[config.mk]
export PLATFORM = sky130hd
export DESIGN_NAME = usb_tx_engine_flat
export DESIGN_NICKNAME = d
export VERILOG_FILES = /design/src/rtl/usb_tx_engine_if.sv /design/src/rtl/usb_tx_engine.sv /design/src/flat_wrapper.sv
export SDC_FILE = /design/constraint.sdc
export NUM_CORES = 2
export LEC_CHECK = 0
export CAP_MARGIN = 30
export CORE_ASPECT_RATIO = 1.25
export CORE_MARGIN = 5
export CORE_UTILIZATION = 52
export DETAILED_ROUTE_END_ITERATION = 8
export GPL_ROUTABILITY_DRIVEN = 0
export PLACE_DENSITY = 0.87
export SLEW_MARGIN = 20
export SYNTH_ARGS = -nofsm -noshare
export SYNTH_HDL_FRONTEND = slang
export SYNTH_SLANG_ARGS = --single-unit
[constraint.sdc]
create_clock -name clk -period 22.5 [get_ports clk]
set_clock_uncertainty 0.2 [all_clocks]
set_input_delay 4.5 -clock clk [delete_from_list [all_inputs] [get_ports clk]]
set_output_delay 4.5 -clock clk [all_outputs]
set_load 0.01 [all_outputs]
[src/rtl/usb_tx_engine_if.sv]
// Packet handoff bundle between the protocol FSM and the USB transmit engine.
interface usb_tx_engine_if #(
    parameter int MAX_BYTES = 64
);
    localparam int LW = $clog2(MAX_BYTES + 1);

    logic                   pkt_valid;
    logic                   pkt_ready;
    logic [3:0]             pkt_pid;
    logic [1:0]             pkt_crc_mode;
    logic [LW-1:0]          pkt_len;
    logic [8*MAX_BYTES-1:0] pkt_data;

    modport master (
        output pkt_valid, pkt_pid, pkt_crc_mode, pkt_len, pkt_data,
        input  pkt_ready
    );

    modport slave (
        input  pkt_valid, pkt_pid, pkt_crc_mode, pkt_len, pkt_data,
        output pkt_ready
    );
endinterface

[src/rtl/usb_tx_engine.sv]
// USB full-speed transmit engine: SYNC/PID/payload/CRC serialiser with
// bit stuffing, NRZI encoding and EOP generation on the DP/DM pair.
module usb_tx_engine #(
    parameter int MAX_BYTES = 64,
    parameter int STUFF_LEN = 6,
    parameter int SYNC_BITS = 8
) (
    input  logic           clk,
    input  logic           rst_b,
    usb_tx_engine_if.slave pkt,
    output logic           dp_w,
    output logic           dm_w,
    output logic           tx_active,
    output logic           tx_done
);
    localparam int LW = $clog2(MAX_BYTES + 1);
    localparam int DW = 8 * MAX_BYTES;
    localparam int CW = $clog2(8 * MAX_BYTES + 17);
    localparam int OW = $clog2(STUFF_LEN + 1);

    localparam logic [1:0] M_TOK  = 2'b01;
    localparam logic [1:0] M_DATA = 2'b10;

    typedef enum logic [2:0] {
        IDLE, SYNC, PID, FIELD, CRC, EOP0, EOP1, EOPJ
    } state_t;

    // state_q/cnt_q name the source bit currently on the line
    state_t        state_q, state_d;
    logic [CW-1:0] cnt_q, cnt_d, last_q, last_c;
    logic [OW-1:0] ones_q;
    logic [1:0]    mode_q, mode_c;
    logic          zlp_q;
    logic [7:0]    pid_q;
    logic [DW-1:0] data_q;
    logic [15:0]   crc_q, crc_upd;
    logic          dp_q, dm_q, act_q, done_q;
    logic [LW-1:0] len_c;
    logic          stuff, raw, fb5, fb16;

    always_comb begin
        len_c  = (pkt.pkt_len > LW'(MAX_BYTES)) ? LW'(MAX_BYTES) : pkt.pkt_len;
        mode_c = (pkt.pkt_crc_mode == 2'b11) ? 2'b00 : pkt.pkt_crc_mode;
        last_c = (mode_c == M_TOK) ? CW'(10)
                                   : CW'({len_c, 3'b000}) - CW'(1);
    end

    always_comb begin
        stuff = (ones_q == OW'(STUFF_LEN)) &&
                (state_q inside {SYNC, PID, FIELD, CRC});
        state_d = state_q;
        cnt_d   = cnt_q + CW'(1);
        unique case (state_q)
            IDLE: state_d = IDLE;
            SYNC: if (cnt_q == CW'(SYNC_BITS - 1)) begin
                state_d = PID;
                cnt_d   = '0;
            end
            PID: if (cnt_q == CW'(7)) begin
                cnt_d = '0;
                if (mode_q == M_TOK)       state_d = FIELD;
                else if (mode_q == M_DATA) state_d = zlp_q ? CRC : FIELD;
                else                       state_d = EOP0;
            end
            FIELD: if (cnt_q == last_q) begin
                state_d = CRC;
                cnt_d   = '0;
            end
            CRC: if (cnt_q == ((mode_q == M_TOK) ? CW'(4) : CW'(15))) begin
                state_d = EOP0;
                cnt_d   = '0;
            end
            EOP0: state_d = EOP1;
            EOP1: state_d = EOPJ;
            EOPJ: state_d = IDLE;
        endcase
    end

    always_comb begin
        raw = 1'b0;
        unique case (state_d)
            SYNC:    raw = (cnt_d == CW'(SYNC_BITS - 1));
            PID:     raw = pid_q[0];
            FIELD:   raw = data_q[0];
            CRC:     raw = (mode_q == M_TOK) ? ~crc_q[4] : ~crc_q[15];
            default: raw = 1'b0;
        endcase
        fb5  = crc_q[4] ^ data_q[0];
        fb16 = crc_q[15] ^ data_q[0];
        if (mode_q == M_TOK)
            crc_upd = {11'd0, crc_q[3:0], 1'b0} ^ (fb5 ? 16'h0005 : 16'h0000);
        else
            crc_upd = {crc_q[14:0], 1'b0} ^ (fb16 ? 16'h8005 : 16'h0000);
    end

    always_ff @(posedge clk or posedge rst_b) begin
        if (rst_b) begin
            state_q <= IDLE;
            cnt_q   <= '0;
            last_q  <= '0;
            ones_q  <= '0;
            mode_q  <= '0;
            zlp_q   <= 1'b0;
            pid_q   <= '0;
            data_q  <= '0;
            crc_q   <= '0;
            dp_q    <= 1'b1;
            dm_q    <= 1'b0;
            act_q   <= 1'b0;
            done_q  <= 1'b0;
        end else begin
            done_q <= 1'b0;
            if (state_q == IDLE) begin
                dp_q <= 1'b1;
                dm_q <= 1'b0;
                if (pkt.pkt_valid) begin
                    // first SYNC zero goes out with the accept edge
                    state_q <= SYNC;
                    cnt_q   <= '0;
                    ones_q  <= '0;
                    mode_q  <= mode_c;
                    zlp_q   <= (len_c == '0);
                    last_q  <= last_c;
                    pid_q   <= {~pkt.pkt_pid, pkt.pkt_pid};
                    data_q  <= pkt.pkt_data;
                    crc_q   <= (mode_c == M_TOK) ? 16'h001F : 16'hFFFF;
                    dp_q    <= 1'b0;
                    dm_q    <= 1'b1;
                    act_q   <= 1'b1;
                end
            end else if (stuff) begin
                dp_q   <= dm_q;
                dm_q   <= dp_q;
                ones_q <= '0;
            end else begin
                state_q <= state_d;
                cnt_q   <= cnt_d;
                unique case (state_d)
                    SYNC, PID, FIELD, CRC: begin
                        if (raw) begin
                            ones_q <= ones_q + OW'(1);
                        end else begin
                            ones_q <= '0;
                            dp_q   <= dm_q;
                            dm_q   <= dp_q;
                        end
                        if (state_d == PID) pid_q <= {1'b0, pid_q[7:1]};
                        if (state_d == FIELD) begin
                            data_q <= data_q >> 1;
                            crc_q  <= crc_upd;
                        end
                        if (state_d == CRC) crc_q <= {crc_q[14:0], 1'b0};
                    end
                    EOP0, EOP1: begin
                        dp_q   <= 1'b0;
                        dm_q   <= 1'b0;
                        ones_q <= '0;
                    end
                    EOPJ: begin
                        dp_q <= 1'b1;
                        dm_q <= 1'b0;
                    end
                    IDLE: begin
                        act_q  <= 1'b0;
                        done_q <= 1'b1;
                    end
                endcase
            end
        end
    end

    assign pkt.pkt_ready = (state_q == IDLE);
    assign dp_w          = dp_q;
    assign dm_w          = dm_q;
    assign tx_active     = act_q;
    assign tx_done       = done_q;
endmodule

[src/flat_wrapper.sv]
// flat-port wrapper written by rule: the top's interface ports become plain ports
module usb_tx_engine_flat 
#(
    parameter int MAX_BYTES = 64,
    parameter int STUFF_LEN = 6,
    parameter int SYNC_BITS = 8
)
  (clk, rst_b, dp_w, dm_w, tx_active, tx_done, pkt_pkt_valid, pkt_pkt_pid, pkt_pkt_crc_mode, pkt_pkt_len, pkt_pkt_data, pkt_pkt_ready);
  usb_tx_engine_if #(.MAX_BYTES(MAX_BYTES)) pkt_i ();
  input  logic clk;
  input  logic rst_b;
  output logic dp_w;
  output logic dm_w;
  output logic tx_active;
  output logic tx_done;
  input wire logic [$bits(pkt_i.pkt_valid)-1:0] pkt_pkt_valid;
  input wire logic [$bits(pkt_i.pkt_pid)-1:0] pkt_pkt_pid;
  input wire logic [$bits(pkt_i.pkt_crc_mode)-1:0] pkt_pkt_crc_mode;
  input wire logic [$bits(pkt_i.pkt_len)-1:0] pkt_pkt_len;
  input wire logic [$bits(pkt_i.pkt_data)-1:0] pkt_pkt_data;
  output wire logic [$bits(pkt_i.pkt_ready)-1:0] pkt_pkt_ready;
  assign pkt_i.pkt_valid = pkt_pkt_valid;
  assign pkt_i.pkt_pid = pkt_pkt_pid;
  assign pkt_i.pkt_crc_mode = pkt_pkt_crc_mode;
  assign pkt_i.pkt_len = pkt_pkt_len;
  assign pkt_i.pkt_data = pkt_pkt_data;
  assign pkt_pkt_ready = pkt_i.pkt_ready;
  usb_tx_engine #(.MAX_BYTES(MAX_BYTES), .STUFF_LEN(STUFF_LEN), .SYNC_BITS(SYNC_BITS)) u_core (.clk(clk), .rst_b(rst_b), .pkt(pkt_i), .dp_w(dp_w), .dm_w(dm_w), .tx_active(tx_active), .tx_done(tx_done));
endmodule
### I/O pins on the die edge

Pins as bars across the die edge, other pins in grey.
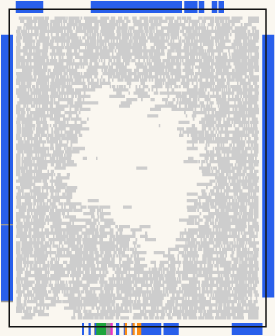
- pkt_pkt_pid: orange (pins 4; direction input; edge bottom)
- pkt_pkt_data: blue (pins 512; direction input; edge 162 left, 161 right, 127 top, 62 bottom)
- pkt_pkt_len: green (pins 7; direction input; edge bottom)
- tx_done: magenta (pins 1; direction output; edge bottom)
- all pins by edge: 164 left, 161 right, 127 top, 81 bottom
# port buffers: 532
chip width: 213 microns
Die Span Y: 264 microns

### Sequential cells grouped by signal name

Other sequential cells in the stronger grey, the rest of the logic in the fainter grey.
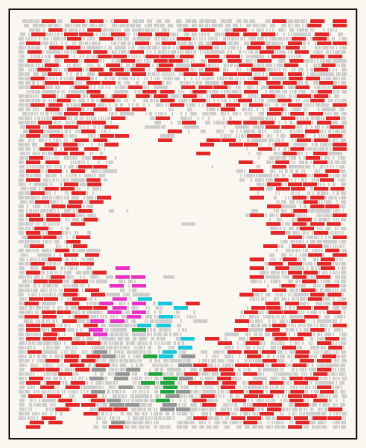
- u_core.crc_q: magenta (flops 16)
- u_core.cnt_q: cyan (flops 10; where bottom centre)
- u_core.last_q: green (flops 9; where bottom centre)
- u_core.data_q: red (flops 512; where spread over the die)
- not coloured: 21
Util after Layout: 66.1%
FF+latch area: 14,200 sq um
Seq. pwr: 1.02 mW
Seq/total area: 41.9%

==> Slide: Implementation Results <==
Physical Implementation Snapshot

Status
  • Status: complete, no violations

Yosys
  • Simple-Gate Area Share: 24.1%
  • Xor/xnor share: less than 1%
  • Yosys adder share: less than 1%
  • Distinct cell type count after synthesis: a little over 60
  • Avg Cell Area, Syn: 8.53 sq um
  • Most common reg cell: dfrtp_1
  • Post-Syn Instances: 3,145
  • Ys async rst share: 100%
  • Flip-flops with a built-in enable: 0
  • Flops after synth: ~570

Timing
  • Final setup margin: between 10,000 and 15,000 ps
  • Final setup fails: 0

Power
  • Switching part of the total: a little over a fifth

Place
  • Area after DPL: about 32,000 sq um
  • Hpwl dp: 50,600 microns

Die
  • Core footprint: 51,300 sq um

Clock tree
  • Clk slew on worst S/H paths: ~60 ps

Finish
  • Fillers: 3,852
  • Biggest regs: u_core.data_q: 512 flops, u_core.crc_q: 16 flops, u_core.cnt_q: 10 flops

Worst setup path
  • R2R depth: 12
  • Reg2reg start: u_core.state_q[0]$_DFFE_PP0P_
  • CP arrival: ~9000 ps

Global route
  • GRT overflow: 0
## cells in the mapped netlist, drive strengths merged, types with 9 or more instances
cell | instances | share of area, %
nand2 | 1079 | 15
dfrtp | 567 | 53
nor2 | 539 | 7.5
a31oi | 518 | 14
clkbuf | 127 | 1.8
buf | 124 | 3.6
o21ai | 31 | 0.58
nand3 | 13 | 0.24
a2bb2oi | 12 | 0.39
xor2 | 11 | 0.36
a21oi | 9 | 0.17
inv | 9 | 0.13
o31ai | 9 | 0.25
## through the flow
stage / power, mW / hold WS (ps)
2_1_floorplan: 1.06 / 245
3_3_place_gp: 1.16 / 265
3_5_place_dp: 1.16 / 275
4_1_cts: 2.09 / 291
5_1_grt: 2.13 / 320
6_report: 2.07 / 286
## cell type report
class,count,area (sq um),share of cell area (%)
sequential,568,14200,41.9
multi-input combinational,2316,11200,32.9
timing repair buffer,566,5810,17.1
clock buffer,90,1710,5.04
tap,665,832,2.45
clock inverter,12,96.3,0.284
antenna,22,55.1,0.162
inverter,10,52.6,0.155
## routing by layer
layer / GRT usage, % / part of all wire, % / up-vias
met1: 33.7 / 40 / 11400
met3: 6.40 / 9.4 / 182
met4: 9.59 / 3.7 / 8
met5: 0 / 0.061 / -
met2: 40.4 / 47 / 952
li1: - / - / 11300
## critical path, delay by kind of cell
kind	cells	cell delay [ps]
buf+inv	5	2460
compound gates	2	800
simple gates	3	850
## power groups by stage
stage	combinational [mW]	clock (mW)	sequential [mW]
final	0.125	0.927	1.02
after global routing	0.134	0.980	1.02
after CTS	0.124	0.941	1.02
after detailed placement	0.123	0	1.04
after global placement	0.123	0	1.04
after floorplan	0.0179	0	1.04
Power figures rest on the tool's default switching activity, not on a simulated workload.
